closeup.png
Window x 28 to 68, y 48 to 88 um. Cells in grey, sequential cells in the stronger grey; small squares are vias.
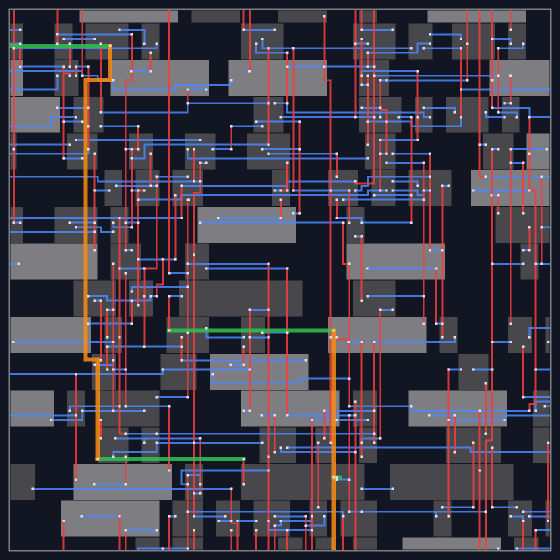
m2.png
Scale: 3 px per um. Cells faint in the background.
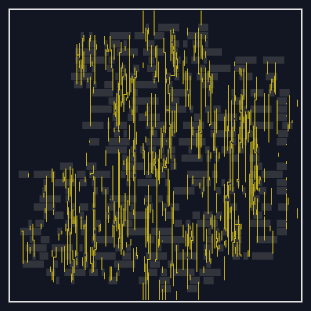
[config.mk]
export PLATFORM = sky130hd
export DESIGN_NAME = sdram_owner_scheduler
export DESIGN_NICKNAME = d
export VERILOG_FILES = /design/src/rtl/sdram_owner_scheduler.sv
export SDC_FILE = /design/constraint.sdc
export NUM_CORES = 1
export LEC_CHECK = 0
export CELL_PAD_IN_SITES_DETAIL_PLACEMENT = 1
export CELL_PAD_IN_SITES_GLOBAL_PLACEMENT = 2
export CORE_MARGIN = 2
export CORE_UTILIZATION = 29
export CTS_BUF_LIST = sky130_fd_sc_hd__clkbuf_16
export DETAILED_ROUTE_END_ITERATION = 8
export GPL_ROUTABILITY_DRIVEN = 0
export PLACE_DENSITY = 0.77
export REMOVE_ABC_BUFFERS = 1
export SLEW_MARGIN = 20
export SYNTH_ARGS = -nofsm -noshare
export SYNTH_HDL_FRONTEND = slang
export SYNTH_SLANG_ARGS = --single-unit
[constraint.sdc]
create_clock -name clk -period 2.7 [get_ports clk]
set_input_delay 0.405 -clock clk [delete_from_list [all_inputs] [get_ports clk]]
set_output_delay 0.405 -clock clk [all_outputs]
set_load 0.03 [all_outputs]
[src/rtl/sdram_owner_scheduler.sv]
// sdram_owner_scheduler
// Decides when the Nios may take the SDRAM away from the camera, drives the
// arbiter request, and forces the SDRAM back to the camera when the Nios
// tenure runs too long or the camera FIFO is close to overflowing.
// All outputs are registered and are decoded from the next state, so they
// change in the same cycle as the state they belong to.

module sdram_owner_scheduler #(
    parameter int MAX_NIOS_CYCLES = 4096,
    parameter int FIFO_HIGH       = 768,
    parameter int SWITCH_TIMEOUT  = 16
) (
    input  logic        clk,
    input  logic        Reset,
    input  logic        NiosReq,
    input  logic        NiosDone,
    input  logic        CamFrameEnd,
    input  logic [9:0]  CamFifoLevel,
    input  logic        NiosHasControl,
    input  logic        CamHasControl,
    output logic        RequestNiosControl,
    output logic        NiosGrant,
    output logic        CamStall,
    output logic        Preempt,
    output logic        SwitchTimeout,
    output logic [15:0] GrantCount
);

    typedef enum logic [2:0] {
        ST_CAM        = 3'd0,
        ST_WAIT_FRAME = 3'd1,
        ST_TO_NIOS    = 3'd2,
        ST_NIOS       = 3'd3,
        ST_TO_CAM     = 3'd4
    } state_t;

    // Last hold/switch counter values before a forced exit.
    localparam logic [15:0] HOLD_LAST   = 16'(MAX_NIOS_CYCLES - 1);
    localparam logic [15:0] SWITCH_LAST = 16'(SWITCH_TIMEOUT - 1);
    // One extra bit so a threshold above the 10-bit range simply never fires.
    localparam logic [10:0] FIFO_LIMIT  = 11'(FIFO_HIGH);

    state_t      state_q, state_d;
    logic [15:0] hold_q, hold_d;
    logic [15:0] switch_q, switch_d;
    logic [15:0] count_q, count_d;
    logic        req_q, req_d;
    logic        grant_q, grant_d;
    logic        stall_q, stall_d;
    logic        preempt_q, preempt_d;
    logic        timeout_q, timeout_d;

    logic        fifo_high_s;
    logic        nios_exit_s;

    assign fifo_high_s = ({1'b0, CamFifoLevel} >= FIFO_LIMIT);
    assign nios_exit_s = NiosDone | ~NiosReq | (hold_q == HOLD_LAST) | fifo_high_s;

    // Next-state, counter and output decode for the ownership FSM.
    always_comb begin
        state_d   = state_q;
        hold_d    = 16'd0;
        switch_d  = 16'd0;
        count_d   = count_q;
        preempt_d = 1'b0;
        timeout_d = 1'b0;

        case (state_q)
            ST_CAM: begin
                if (NiosReq) begin
                    state_d = CamFrameEnd ? ST_TO_NIOS : ST_WAIT_FRAME;
                end else begin
                    state_d = ST_CAM;
                end
            end
            ST_WAIT_FRAME: begin
                // A frame end wins over a withdrawn request in the same cycle.
                if (CamFrameEnd) begin
                    state_d = ST_TO_NIOS;
                end else if (!NiosReq) begin
                    state_d = ST_CAM;
                end else begin
                    state_d = ST_WAIT_FRAME;
                end
            end
            ST_TO_NIOS: begin
                if (NiosHasControl) begin
                    state_d = ST_NIOS;
                end else if (switch_q == SWITCH_LAST) begin
                    state_d   = ST_TO_CAM;
                    timeout_d = 1'b1;
                end else begin
                    switch_d = switch_q + 16'd1;
                end
            end
            ST_NIOS: begin
                if (nios_exit_s) begin
                    state_d   = ST_TO_CAM;
                    // Only a forced exit (Nios still wants the bus) is a preemption.
                    preempt_d = ~NiosDone & NiosReq;
                    count_d   = (count_q == 16'hFFFF) ? count_q : (count_q + 16'd1);
                end else begin
                    hold_d = hold_q + 16'd1;
                end
            end
            ST_TO_CAM: begin
                if (CamHasControl) begin
                    state_d = ST_CAM;
                end else begin
                    state_d = ST_TO_CAM;
                end
            end
            default: begin
                state_d = ST_TO_CAM;
            end
        endcase

        req_d   = (state_d == ST_TO_NIOS) || (state_d == ST_NIOS);
        grant_d = (state_d == ST_NIOS);
        stall_d = (state_d == ST_TO_NIOS) || (state_d == ST_NIOS) || (state_d == ST_TO_CAM);
    end

    // State, counters and registered outputs; reset hands the SDRAM back to the camera.
    always_ff @(posedge clk) begin
        if (Reset) begin
            state_q   <= ST_TO_CAM;
            hold_q    <= 16'd0;
            switch_q  <= 16'd0;
            count_q   <= 16'd0;
            req_q     <= 1'b0;
            grant_q   <= 1'b0;
            stall_q   <= 1'b1;
            preempt_q <= 1'b0;
            timeout_q <= 1'b0;
        end else begin
            state_q   <= state_d;
            hold_q    <= hold_d;
            switch_q  <= switch_d;
            count_q   <= count_d;
            req_q     <= req_d;
            grant_q   <= grant_d;
            stall_q   <= stall_d;
            preempt_q <= preempt_d;
            timeout_q <= timeout_d;
        end
    end

    assign RequestNiosControl = req_q;
    assign NiosGrant          = grant_q;
    assign CamStall           = stall_q;
    assign Preempt            = preempt_q;
    assign SwitchTimeout      = timeout_q;
    assign GrantCount         = count_q;

endmodule

==> qor.txt <==
Total GRT Usage: 12.9%
Critical path required time: 2930 ps
Core Footprint: 8300 um^2
Final setup vio count: 0
Number of clock sinks: 56
Worst-path clk slew: 70 ps
Synth flops: 56
Status: finished, final reports clean
CP Capture Type: register
Largest cell class by area: combinational gates
Crit path time final: 2610 ps
Flop share of the area: 35.8%
DPL Wire Length: 4320 um
Critical Path Max Stage Delay: 560 ps
Fin. max-slew vios: 0
Number of setup buffers added after CTS: 0
CP cell instances: or4_1, or4_4, a211o_1, buf_4, or4_1, a21oi_1
CLK BUF: 5
Ant. Diodes: 0
Antenna Nets Post-Route: 0
Cell Type Count: 39
DR WL/cell: 13.7 um
Clk_lat worst skew: 290 ps
Avg Cell Area, Syn: 8.64 um^2
# fillers: 997
Pin count of the biggest net entering global routing: 18
RSZ-0062 raised after global routing: false
Clk Tree Root Cell: clkbuf_16
DRC violations left: 0
Final net count: 346
Yosys Instances: 290
Fraction of area in multi-input gates: 42.7%
Top cells excl fill/tap: dfxtp_1, nor2_1, nand3_1, clkdlybuf4s50_1
Buf/Inv on CP: 1
Startpoint types: register
Initial DRC count: 51
Max Freq: 383 MHz
Yosys warns: 0
Num rows: 33
Flop count: 56
Yosys Chip Area: 2510 um^2
Clk_skew: 11.5 ps
Multi-input gates: 218
First-pass GRT wire length: 10,100 um
CP dominant cell by count: or4_1
Post-layout period usage: 96.8%
Non-clock inverters: 5
Max-slew headroom: 56.2%
Crit-path max FO: 9
Drt first pass iters: 4
IO buf count: 29
Placed cell areas: 2970 um^2
Setup CP Type: reg2reg
Antenna violations before repair: 0
Crit path DAT: 2840 ps
Die y size: 97.0 um
Actual slew at the worst max-slew pin: 651 ps
Final hold vios: 0
Notes on closeup.png above:
green -> M3
red -> M2
orange -> M4
blue -> M1
most frequent = dfxtp_1 (15), nor2_1 (15), xor2_1 (7)
cells with their middle in the window = 84
sequential cells in the window = 15
netlist names of flops here include = switch_q (11), GrantCount (2)

Notes on m2.png above:
share of all routed wire = 47%
nets with wire on the layer = 290
wire length on this layer = 2,800 um
longest straight run = 30.2 um
WL final: 5920 um
met2 usage: 22.0%
DR vias: 2,150

## through the flow
| stage | power, W | TNS, ps | cells | util [%] | setup WS, ps |
|---|---|---|---|---|---|
| after floorplan | 0.000866 | -137 | 279 | - | -55.3 |
| after global placement | 0.000895 | 0 | 424 | 35.8 | 109 |
| after detailed placement | 0.000896 | 0 | 424 | 35.8 | 31.9 |
| after CTS | 0.00153 | 0 | 431 | 37.5 | 4.46 |
| after global routing | 0.00158 | 0 | 431 | 37.7 | 10.8 |
| final | 0.00151 | 0 | 431 | 37.7 | 87.1 |
## registers in the layout, summed over array words and instances, names as in the netlist
signal / flops
NiosGrant: 1
CamStall: 1
switch_q: 16
hold_q: 16
RequestNiosControl: 1
GrantCount: 16
Preempt: 1
SwitchTimeout: 1
state_q: 3
## final timing paths
path                                  from        endpoint  slack [ps]  depth (start not counted)
worst max-delay path            hold_q[12]  GrantCount[15]          90                          6
worst min-delay path             hold_q[0]       hold_q[0]         460                          1
worst max register to register  hold_q[12]  GrantCount[15]          90                          6
worst min register to register   hold_q[0]       hold_q[0]         460                          1
## synth_stat cells
library cell	instances	area (um^2)
inv_1	5	18.8
dfxtp_1	56	1120
or3_1	4	25.0
nand2b_1	3	18.8
a21oi_1	15	75.1
o31ai_1	8	60.1
a31oi_1	2	12.5
ha_1	3	37.5
a311oi_1	1	8.76
or2_2	1	6.26
buf_1	1	3.75
xnor2_1	14	123
mux2_2	2	22.5
nor3_1	12	60.1
clkbuf_1	9	33.8
nor2b_1	5	31.3
and3_1	3	18.8
nand2_1	11	41.3
a21boi_0	1	7.51
and2_1	1	6.26
nand4_1	10	62.6
nor4b_2	1	15.0
or4_1	8	60.1
nor3b_1	1	7.51
nor4_2	1	12.5
xor2_1	14	123
nor2_1	46	173
or3b_2	1	8.76
mux2_1	3	33.8
and4_1	1	8.76
nand3_1	30	150
a21o_1	1	7.51
o211ai_1	2	15.0
buf_6	1	11.3
o21ai_0	4	20.0
or4_4	1	11.3
nor4_1	6	37.5
a211o_1	1	8.76
o41ai_1	1	8.76
## report_power, final
| group | internal, W | switching, W |
|---|---|---|
| logic | 0.0000215 | 0.0000218 |
| clock network | 0.000338 | 0.000294 |
| registers | 0.000829 | 0.00000330 |
| total | 0.00119 | 0.000319 |
## what timing repair did
action / 4_1_cts / 5_1_grt
hold endpoints to repair: 0 / 0
setup endpoints to repair: 0 / 6
resized: 0 / 3
hold buffers: 0 / 0
## cells by family (layout without fill, tap and decap cells)
family | count (synthesis) | count (layout) | share of synthesized area [%]
adders and majority gates | 3 | 3 | 1.50
xor gates and xnor gates | 28 | 28 | 9.79
AOI/OAI and AO/OA | 36 | 36 | 8.94
DFF | 56 | 56 | 44.7
and+or+nand+nor | 146 | 146 | 30.1
buffers and inverters | 16 | 52 | 2.70
muxes | 5 | 5 | 2.25
## per-layer routing
layer / part of all wire (%) / global-route usage, % / routed length [um] / vias up
li1: - / - / - / 1101
met1: 48 / 16.1 / 2850 / 1020
met2: 47 / 22.0 / 2800 / 23
met3: 3.3 / 3.11 / 193 / 6
met4: 1.3 / 3.90 / 77 / 0
met5: 0 / 0 / 0 / -
Power and IR drop assume default switching activity.
